Fig. 1: run 1, M1 wires
Cells faint in the background.
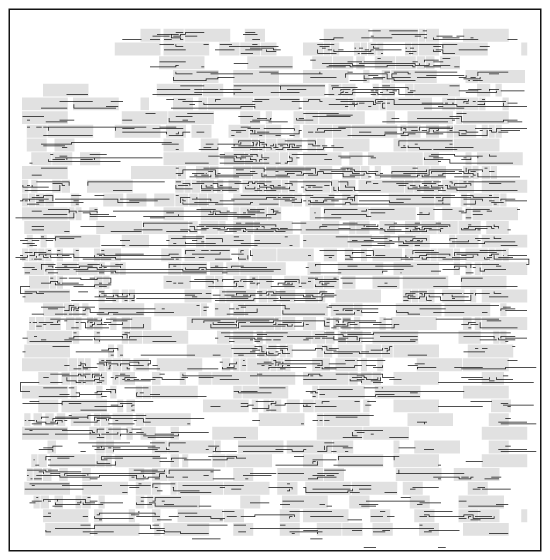
Fig. 2: run 1, met2 routing
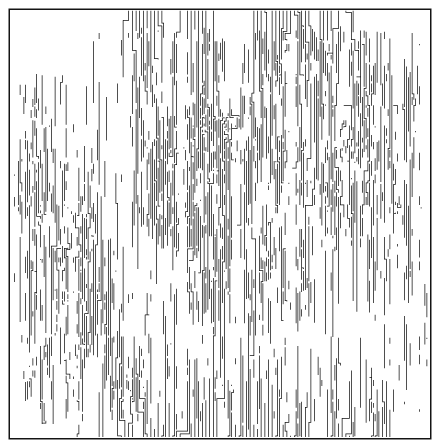
Fig. 3: run 1, signal wires on met4
Cells faint in the background.
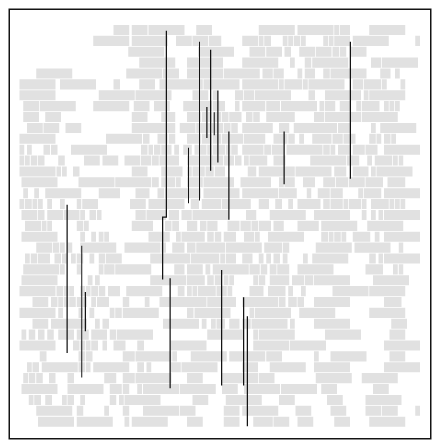
Fig. 4: run 1, routing congestion
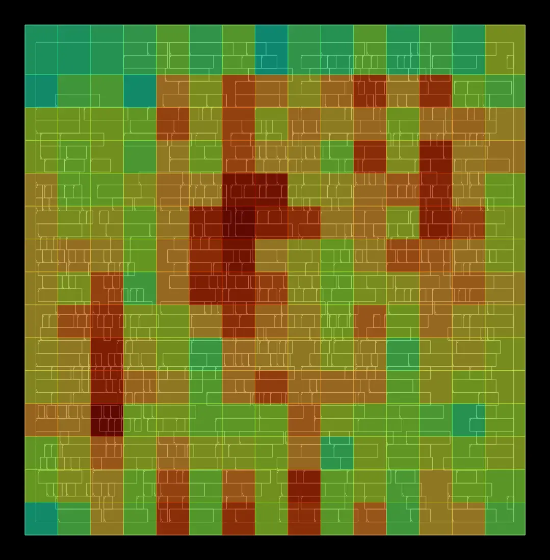
File: src/rtl/riscv_pkg.sv
// Shared encodings for the load/store sequencer: access types, FSM states, latched op.
package riscv_pkg;

    localparam int unsigned XLEN = 32;

    localparam logic [2:0] LD_LB  = 3'b000;
    localparam logic [2:0] LD_LH  = 3'b001;
    localparam logic [2:0] LD_LW  = 3'b010;
    localparam logic [2:0] LD_LBU = 3'b011;
    localparam logic [2:0] LD_LHU = 3'b100;

    localparam logic [1:0] ST_SB = 2'b00;
    localparam logic [1:0] ST_SH = 2'b01;
    localparam logic [1:0] ST_SW = 2'b10;

    typedef enum logic [1:0] {
        IDLE = 2'd0,
        REQ  = 2'd1,
        RESP = 2'd2,
        DONE = 2'd3
    } lsu_state_e;

    // Only the low address bits are needed after issue; the word address lives in mem_addr.
    typedef struct packed {
        logic       is_store;
        logic [2:0] load_type;
        logic [1:0] store_type;
        logic [1:0] addr_lo;
    } lsu_op_t;

endpackage

File: src/rtl/lsu_lane_align.sv
// Byte-lane logic: misalign detect, byte enables, store replication, load extension.
module lsu_lane_align
    import riscv_pkg::*;
(
    input  logic            is_store,
    input  logic [2:0]      load_type,
    input  logic [1:0]      store_type,
    input  logic [1:0]      addr_lo,
    input  logic [XLEN-1:0] wdata,
    input  logic [XLEN-1:0] rdata,
    output logic            misalign_c,
    output logic [3:0]      be_c,
    output logic [XLEN-1:0] wdata_c,
    output logic [XLEN-1:0] rdata_ext_c
);

    logic [7:0]  byte_sel;
    logic [15:0] half_sel;

    // Request side; reserved encodings fall through to the word case.
    always_comb begin
        misalign_c = 1'b0;
        be_c       = 4'b0000;
        wdata_c    = '0;
        if (is_store) begin
            case (store_type)
                ST_SB: begin
                    be_c    = 4'b0001 << addr_lo;
                    wdata_c = {4{wdata[7:0]}};
                end
                ST_SH: begin
                    misalign_c = addr_lo[0];
                    be_c       = addr_lo[1] ? 4'b1100 : 4'b0011;
                    wdata_c    = {2{wdata[15:0]}};
                end
                default: begin
                    misalign_c = |addr_lo;
                    be_c       = 4'b1111;
                    wdata_c    = wdata;
                end
            endcase
        end else begin
            case (load_type)
                LD_LB, LD_LBU: be_c = 4'b0001 << addr_lo;
                LD_LH, LD_LHU: begin
                    misalign_c = addr_lo[0];
                    be_c       = addr_lo[1] ? 4'b1100 : 4'b0011;
                end
                default: begin
                    misalign_c = |addr_lo;
                    be_c       = 4'b1111;
                end
            endcase
        end
    end

    // Response side: pick the addressed lane and extend.
    always_comb begin
        byte_sel    = rdata[7:0];
        half_sel    = addr_lo[1] ? rdata[31:16] : rdata[15:0];
        rdata_ext_c = rdata;
        case (addr_lo)
            2'd0:    byte_sel = rdata[7:0];
            2'd1:    byte_sel = rdata[15:8];
            2'd2:    byte_sel = rdata[23:16];
            default: byte_sel = rdata[31:24];
        endcase
        case (load_type)
            LD_LB:   rdata_ext_c = {{24{byte_sel[7]}}, byte_sel};
            LD_LBU:  rdata_ext_c = {24'h000000, byte_sel};
            LD_LH:   rdata_ext_c = {{16{half_sel[15]}}, half_sel};
            LD_LHU:  rdata_ext_c = {16'h0000, half_sel};
            default: rdata_ext_c = rdata;
        endcase
    end

endmodule

File: src/rtl/lsu_mem_sequencer.sv
// Multi-cycle load/store sequencer: one word-aligned bus transaction per access, with timeout.
module lsu_mem_sequencer
    import riscv_pkg::*;
#(
    parameter int unsigned TIMEOUT = 16
) (
    input  logic            clk,
    input  logic            reset_n,
    input  logic            req_load,
    input  logic            req_store,
    input  logic [2:0]      load_type,
    input  logic [1:0]      store_type,
    input  logic [XLEN-1:0] addr,
    input  logic [XLEN-1:0] wdata,
    output logic            stall,
    output logic            done,
    output logic [XLEN-1:0] rdata_ext,
    output logic            misalign,
    output logic            bus_err,
    output logic            mem_req,
    output logic            mem_we,
    output logic [XLEN-1:0] mem_addr,
    output logic [3:0]      mem_be,
    output logic [XLEN-1:0] mem_wdata,
    input  logic            mem_gnt,
    input  logic            mem_rvalid,
    input  logic [XLEN-1:0] mem_rdata
);

    localparam int unsigned CNT_W = $clog2(TIMEOUT + 1);

    lsu_state_e      state_q, state_d;
    logic [CNT_W-1:0] cnt_q, cnt_d;
    lsu_op_t         op_q, op_d, op_in, op_sel;
    logic            mem_req_q, mem_req_d;
    logic            mem_we_q, mem_we_d;
    logic [XLEN-1:0] mem_addr_q, mem_addr_d;
    logic [3:0]      mem_be_q, mem_be_d;
    logic [XLEN-1:0] mem_wdata_q, mem_wdata_d;
    logic            done_q, done_d;
    logic            misalign_q, misalign_d;
    logic            bus_err_q, bus_err_d;
    logic [XLEN-1:0] rdata_ext_q, rdata_ext_d;

    logic            misalign_c;
    logic [3:0]      be_c;
    logic [XLEN-1:0] wdata_c;
    logic [XLEN-1:0] rdata_ext_c;

    // Live inputs drive the lane logic while idle; the latched op is used for the response.
    always_comb begin
        op_in.is_store   = req_store;
        op_in.load_type  = load_type;
        op_in.store_type = store_type;
        op_in.addr_lo    = addr[1:0];
        op_sel           = (state_q == IDLE) ? op_in : op_q;
    end

    lsu_lane_align u_lane_align (
        .is_store    (op_sel.is_store),
        .load_type   (op_sel.load_type),
        .store_type  (op_sel.store_type),
        .addr_lo     (op_sel.addr_lo),
        .wdata       (wdata),
        .rdata       (mem_rdata),
        .misalign_c  (misalign_c),
        .be_c        (be_c),
        .wdata_c     (wdata_c),
        .rdata_ext_c (rdata_ext_c)
    );

    always_comb begin
        state_d     = state_q;
        cnt_d       = cnt_q;
        op_d        = op_q;
        mem_req_d   = 1'b0;
        mem_we_d    = mem_we_q;
        mem_addr_d  = mem_addr_q;
        mem_be_d    = mem_be_q;
        mem_wdata_d = mem_wdata_q;
        done_d      = 1'b0;
        misalign_d  = 1'b0;
        bus_err_d   = 1'b0;
        rdata_ext_d = rdata_ext_q;
        case (state_q)
            IDLE: begin
                if (req_store || req_load) begin
                    if (misalign_c) begin
                        state_d     = DONE;
                        done_d      = 1'b1;
                        misalign_d  = 1'b1;
                        rdata_ext_d = '0;
                    end else begin
                        state_d     = REQ;
                        mem_req_d   = 1'b1;
                        op_d        = op_in;
                        mem_we_d    = req_store;
                        mem_addr_d  = {addr[XLEN-1:2], 2'b00};
                        mem_be_d    = be_c;
                        mem_wdata_d = wdata_c;
                    end
                end
            end
            REQ: begin
                if (mem_gnt) begin
                    state_d = RESP;
                    cnt_d   = '0;
                end else begin
                    mem_req_d = 1'b1;
                end
            end
            RESP: begin
                if (mem_rvalid) begin
                    state_d     = DONE;
                    done_d      = 1'b1;
                    rdata_ext_d = op_q.is_store ? '0 : rdata_ext_c;
                end else if (cnt_q == CNT_W'(TIMEOUT - 1)) begin
                    state_d     = DONE;
                    done_d      = 1'b1;
                    bus_err_d   = 1'b1;
                    rdata_ext_d = '0;
                end else begin
                    cnt_d = cnt_q + CNT_W'(1);
                end
            end
            DONE:    state_d = IDLE;
            default: state_d = IDLE;
        endcase
    end

    always_ff @(posedge clk or negedge reset_n) begin
        if (!reset_n) begin
            state_q     <= IDLE;
            cnt_q       <= '0;
            op_q        <= '0;
            mem_req_q   <= 1'b0;
            mem_we_q    <= 1'b0;
            mem_addr_q  <= '0;
            mem_be_q    <= 4'b0000;
            mem_wdata_q <= '0;
            done_q      <= 1'b0;
            misalign_q  <= 1'b0;
            bus_err_q   <= 1'b0;
            rdata_ext_q <= '0;
        end else begin
            state_q     <= state_d;
            cnt_q       <= cnt_d;
            op_q        <= op_d;
            mem_req_q   <= mem_req_d;
            mem_we_q    <= mem_we_d;
            mem_addr_q  <= mem_addr_d;
            mem_be_q    <= mem_be_d;
            mem_wdata_q <= mem_wdata_d;
            done_q      <= done_d;
            misalign_q  <= misalign_d;
            bus_err_q   <= bus_err_d;
            rdata_ext_q <= rdata_ext_d;
        end
    end

    // Simultaneous load and store is a decoder bug; store wins in hardware.
    always_ff @(posedge clk) begin
        if (reset_n) begin
            assert (!(req_load && req_store))
                else $error("lsu_mem_sequencer: req_load and req_store both asserted");
        end
    end

    assign stall     = ((state_q == IDLE) && (req_load || req_store)) ||
                       (state_q == REQ) || (state_q == RESP);
    assign done      = done_q;
    assign rdata_ext = rdata_ext_q;
    assign misalign  = misalign_q;
    assign bus_err   = bus_err_q;
    assign mem_req   = mem_req_q;
    assign mem_we    = mem_we_q;
    assign mem_addr  = mem_addr_q;
    assign mem_be    = mem_be_q;
    assign mem_wdata = mem_wdata_q;

endmodule

File: config.mk
export PLATFORM = sky130hd
export DESIGN_NAME = lsu_mem_sequencer
export DESIGN_NICKNAME = d
export VERILOG_FILES = /design/src/rtl/riscv_pkg.sv /design/src/rtl/lsu_lane_align.sv /design/src/rtl/lsu_mem_sequencer.sv
export SDC_FILE = /design/constraint.sdc
export NUM_CORES = 1
export LEC_CHECK = 0
export CAP_MARGIN = 20
export CORE_AREA = 2 2 103 105
export DETAILED_ROUTE_END_ITERATION = 12
export DIE_AREA = 0 0 105 107
export DONT_BUFFER_PORTS = 1
export PLACE_DENSITY_LB_ADDON = 0.3
export SETUP_SLACK_MARGIN = 0.4
export SLEW_MARGIN = 30
export SYNTH_ARGS = -nofsm -noshare
export SYNTH_HDL_FRONTEND = slang
export SYNTH_SLANG_ARGS = --single-unit
File: constraint.sdc
create_clock -name clk -period 3.1 [get_ports clk]
set_input_delay 0.62 -clock clk [delete_from_list [all_inputs] [get_ports clk]]
set_output_delay 0.62 -clock clk [all_outputs]
set_load 0.05 [all_outputs]
==> run summary, run 1 <==
run metrics: via-per-instance ratio=6.30, post-layout period usage=86.0%, Worst-path clk slew=50 ps, max incr delay on CP=390 ps, Max-slew headroom=50.2%, register bit total from synthesis=117, RSZ-0062 raised after global routing=false, biggest area cells=dfrtp_1 48%, mux2_1 10%, nand2_1 5.3%, o21ai_0 3.3%, mux2_2 2.4%, worst clock skew=8.40 ps, worst setup path category=reg -> reg, Synth Seq Share=48.1%, share of the synthesized area in the top cell type=48.1%, initial antenna violation count=0, post-DP HPWL=10500 µm, port bufs=0, core area=10100 µm², cell count in the Yosys report=585, Critical Path Sink Type=flop, Dominant flop cell=dfrtp_1, H-tree lvl count=4, Final setup viols=0, grt total ovfl=0, first-pass GRT wire length=23500 µm, total CTS buffers=17, MaxCap Viol Count=0, Finished Layout Cells=737, die footprint=11200 µm², Final Hold Slack=-197 ps, antenna viol nets, final=0, DR vias=4642, worst hold path type=in -> async, EDFF count, synth=0, diode count=0, final WL=15800 µm, violated checks=negative hold slack, Final Hold Viols=117, cell count after placement=694, status=complete, but fails checks, Die Y-Extent=107 µm, synthesized area per cell=10.4 µm², CTS tree=done, row count=37, CP arrival=3060 ps, Pre-antenna DRT Iters=5, share of cells above drive strength 1=16.8%, CP top delay family=multiplexers, die width=105 µm, IO Pins=213, worst slew pin tran=738 ps, root buf cell=clkbuf_8
-- Fig. 1 (at the start) --
main direction	horizontal
share of all routed wire	36%
longest straight run	36.3 µm
nets with wire on the layer	653
wire length on this layer	5700 µm

-- Fig. 2 (at the start) --
nets with wire on the layer	607
longest straight run	36.7 µm
share of all routed wire	50%

-- Fig. 3 (at the start) --
nets with wire on the layer	16
main direction	vertical
share of all routed wire	2.7%
wire length on this layer	429 µm
longest straight run	46.5 µm

-- Fig. 4 (at the start) --
share of the core filled with cells: 68.9%
total global-route track usage: 26.7%

run 1: cells in the final DEF (no fill, tap or decap), drive strengths merged, types with 7 or more instances in the layout:
cell,instances
o2111ai,8
a21oi,25
nand2,86
a22oi,10
nand3,21
clkbuf,24
dfrtp,117
a221oi,9
a22o,7
mux2,69
nor2,33
buf,22
o31ai,18
mux2i,7
o21ai,51
inv,31
run 1: synth_stat cells (2+ instances only):
cell type and count:
o31ai_1 7, nand3_1 21, a22o_1 7, nand2b_1 4, a221oi_1 8, a21oi_1 24, buf_6 11, inv_1 31
nor2_1 32, mux2_1 54, mux2_4 2, o31ai_2 10, a32o_1 2, o21a_1 2, xnor2_1 4, o211ai_1 4
nor3_1 2, mux2_2 13, and3b_1 2, a22oi_1 10, buf_2 11, o221ai_1 2, o2111ai_1 8, dfrtp_1 117
o22ai_1 2, o21ai_0 40, buf_4 3, o21ai_1 9, and3_1 2, mux2i_1 7, nand2_1 86, ha_1 5
clkbuf_1 14
run 1: per-stage QoR:
| step | area (µm²) | setup slack, ps | hold slack (ps) |
|---|---|---|---|
| 2_1_floorplan | 6090 | 726 | 324 |
| 3_3_place_gp | 6140 | 465 | 327 |
| 3_5_place_dp | 6140 | 376 | 327 |
| 4_1_cts | 6710 | 401 | -219 |
| 5_1_grt | 6950 | 350 | -234 |
| 6_report | 6950 | 434 | -197 |
run 1: repair_timing:
item / in CTS / in global routing
gates cloned: 0 / 7
buffers inserted: 0 / 6
gates resized: 1 / 20
endpoints found under the hold margin: 117 / 117
pin swaps: 0 / 3
setup endpoints to repair: 24 / 89
run 1: state kept, by name, indices dropped and copies added, names as in the netlist, 2 cells and up:
register,flops
rdata_ext,32
state_q,2
mem_wdata,32
mem_addr,30
mem_be,4
cnt_q,5
op_q,7
run 1: final timing paths:
path	start	endpoint	slack, ps	depth (start not counted)
setup / recovery	state_q[1]	op_q[1]	430	10
hold / removal	reset_n	mem_addr[23]	-200	0
setup reg to reg	state_q[1]	op_q[1]	430	10
hold reg to reg	cnt_q[4]	cnt_q[4]	490	2
max in group asynchronous	reset_n	rdata_ext[30]	3130	0
min in group clk	addr[19]	mem_addr[19]	240	1
run 1: metal layers:
layer	GRT usage, %	vias to the layer above	wire (µm)
li1	-	2084	-
met2	45.0	284	7860
met3	11.4	42	1800
met5	0	-	0
met1	30.3	2232	5700
met4	9.81	0	428
run 1: cell families after synthesis:
family / after synthesis / synth area share (%)
AOI/OAI and AO/OA: 147 / 17.4
xor gates and xnor gates: 5 / 0.720
adders and majority gates: 5 / 1.03
buffers and inverters: 71 / 6.17
DFF: 117 / 48.1
muxes: 76 / 14.0
other: 1 / 0.0616
and+or+nand+nor: 163 / 12.4
run 1: area by class of cell:
| class | count | area [µm²] |
|---|---|---|
| Tap cell | 136 | 170 |
| Clock inverter | 9 | 104 |
| Inverter | 31 | 116 |
| Multi-Input combinational cell | 398 | 2860 |
| Sequential cell | 117 | 2930 |
| Fill cell | 784 | 3140 |
| Clock buffer | 21 | 459 |
| Timing Repair Buffer | 25 | 317 |
Fig. 5: run 1, cell area per tile
Bar = 20 µm. The die is cut into 10 by 11 equal tiles; dark blue is low, red is high, 0 to 100% covered.
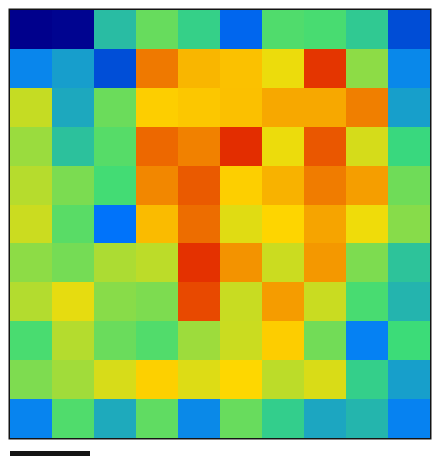

==> run 2, diff against run 1 <==
- CORE_AREA: 2 2 103 105 -> 2 2 159 161
- DIE_AREA: 0 0 105 107 -> 0 0 161 163
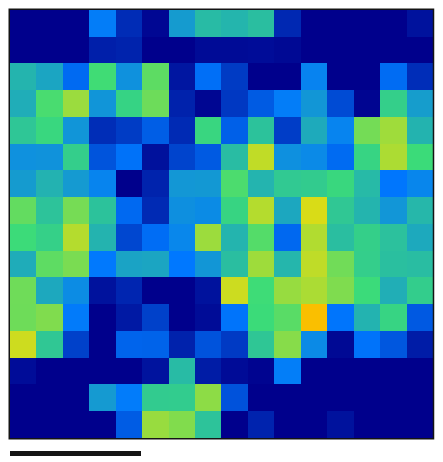
Fig. 6. Cell area per tile (run 2).
Bar = 50 µm. The die is cut into 16 by 16 equal tiles; dark blue is low, red is high, 0 to 100% covered.
nearly empty tiles	24%
fullest tile	78%
mean over tiles	26%
densest ninth of the die	east
tiles over 75% full	0.40%

==> run summary, run 2 <==
run metrics: register bit total from synthesis=117, Post-Synthesis Cell Area=6080 µm², Critical Path Sink Type=flop, via-per-instance ratio=4.78, Final Hold Slack=-96.6 ps, fillers=2610, RSZ-0062 raised after global routing=false, crit path time final=2610 ps, clk latency late pin=420 ps, top cells by count, synth=117 x dfrtp_1, 86 x nand2_1, 54 x mux2_1, 40 x o21ai_0, 32 x nor2_1, Dominant flop cell=dfrtp_1, Pre-antenna DRT Iters=4, root buf cell=clkbuf_16, violated checks=negative hold slack, H-tree lvl count=4, Die Y-Extent=163 µm, Worst-path clk slew=60 ps, CP arrival=2900 ps, grt total ovfl=0, DR vias=4481, synthesized area per cell=10.4 µm², CTS tree=done, MaxCap Viol Count=0, Placed Area=6420 µm², worst clock skew=9.38 ps, core area=24700 µm², Synth-to-Final Area Change=19.3%, total global-route track usage=13.4%, post-layout period usage=84.1%, dominant logic cell type in the layout=dfrtp_1, Critical R2R Capture=mem_wdata[10], row count=58, worst slew pin tran=801 ps, port bufs=0, final WL=18100 µm, total CTS buffers=17, R2R Setup Slk=490 ps, die footprint=26200 µm², share of cells above drive strength 1=17.8%, antenna viol nets, final=0, worst setup path category=reg -> reg, share of the synthesized area in the top cell type=48.1%, biggest area cells=dfrtp_1 48%, mux2_1 10%, nand2_1 5.3%, o21ai_0 3.3%, mux2_2 2.4%, Final Hold Viols=117, most numerous logic cells after layout=117 x dfrtp_1, 86 x nand2_1, 54 x mux2_1, worst r2r src=state_q[1], worst hold path type=in -> async, EDFF count, synth=0, post-DP HPWL=12600 µm, Max-slew headroom=46.1%, setup TNS=0 ps, die width=161 µm, post-synth top area cell=dfrtp_1, initial antenna violation count=1, Final setup viols=0, Final Instance Area=7260 µm², status=complete, but fails checks, IO Pins=213, asr flop ratio synth=100%, Worst Reg-to-Reg Cells=10, first-pass GRT wire length=26800 µm, cell count in the Yosys report=585
-- run 2: cells by family after synthesis --
logic type | count (synthesis) | share of synthesized area [%]
buffers and inverters | 71 | 6.17
adder cells (fa/ha/maj) | 5 | 1.03
XOR/XNOR | 5 | 0.720
AND/OR/NAND/NOR | 163 | 12.4
other | 1 | 0.0616
flip-flops | 117 | 48.1
AND-OR/OR-AND | 147 | 17.4
multiplexers | 76 | 14.0
-- run 2: worst max-delay path, cell delays in order, from the launching register on --
cell	delay, ps
dfrtp_1	400
inv_1	120
ha_4	180
buf_12	150
mux2_4	380
nor2_8	160
a21oi_2	70
o32ai_4	290
buf_12	160
buf_12	200
mux2_1	340
-- run 2: through the flow --
stage,util [%],setup slack (ps),std cells,hold slack (ps)
after global placement,26.0,297,893,329
after CTS,28.8,369,930,-120
final,29.4,493,938,-96.6
after floorplan,-,726,586,324
after detailed placement,26.0,324,893,329
after global routing,29.4,364,937,-121
-- run 2: area by class of cell --
class	instances	area, µm²	share of cell area (%)
Inverter	31	116	1.60
Clock buffer	18	439	6.05
Clock inverter	14	153	2.10
Timing Repair Buffer	29	343	4.72
Multi-Input combinational cell	398	2860	39.4
Sequential cell	117	2930	40.3
Tap cell	330	413	5.69
Antenna cell	1	2.50	0.0345
-- run 2: metal layers --
metal | GRT usage, % | vias up | share of wire (%)
li1 | - | 2104 | -
met1 | 16.1 | 2147 | 41
met2 | 20.7 | 210 | 45
met3 | 7.00 | 20 | 13
met4 | 4.50 | 0 | 1.4
met5 | 0 | - | 0
-- run 2: timing repair --
item                                    CTS  global route
setup buffers                             3             6
cloned                                    2             1
hold endpoints to repair                117           117
resized                                   4            16
endpoints found under the setup margin   69            99
pin swaps                                 1             4
-- run 2: worst max path at each step --
stage	to	slack (ps)	start	cells past startpoint
global placement	rdata_ext[26]	300	cnt_q[0]	11
CTS	rdata_ext[3]	370	state_q[1]	9
floorplan	rdata_ext[0]	730	cnt_q[0]	9
finish	mem_wdata[10]	490	state_q[1]	10
detailed placement	mem_addr[14]	320	state_q[1]	9
global route	mem_wdata[20]	360	state_q[1]	10
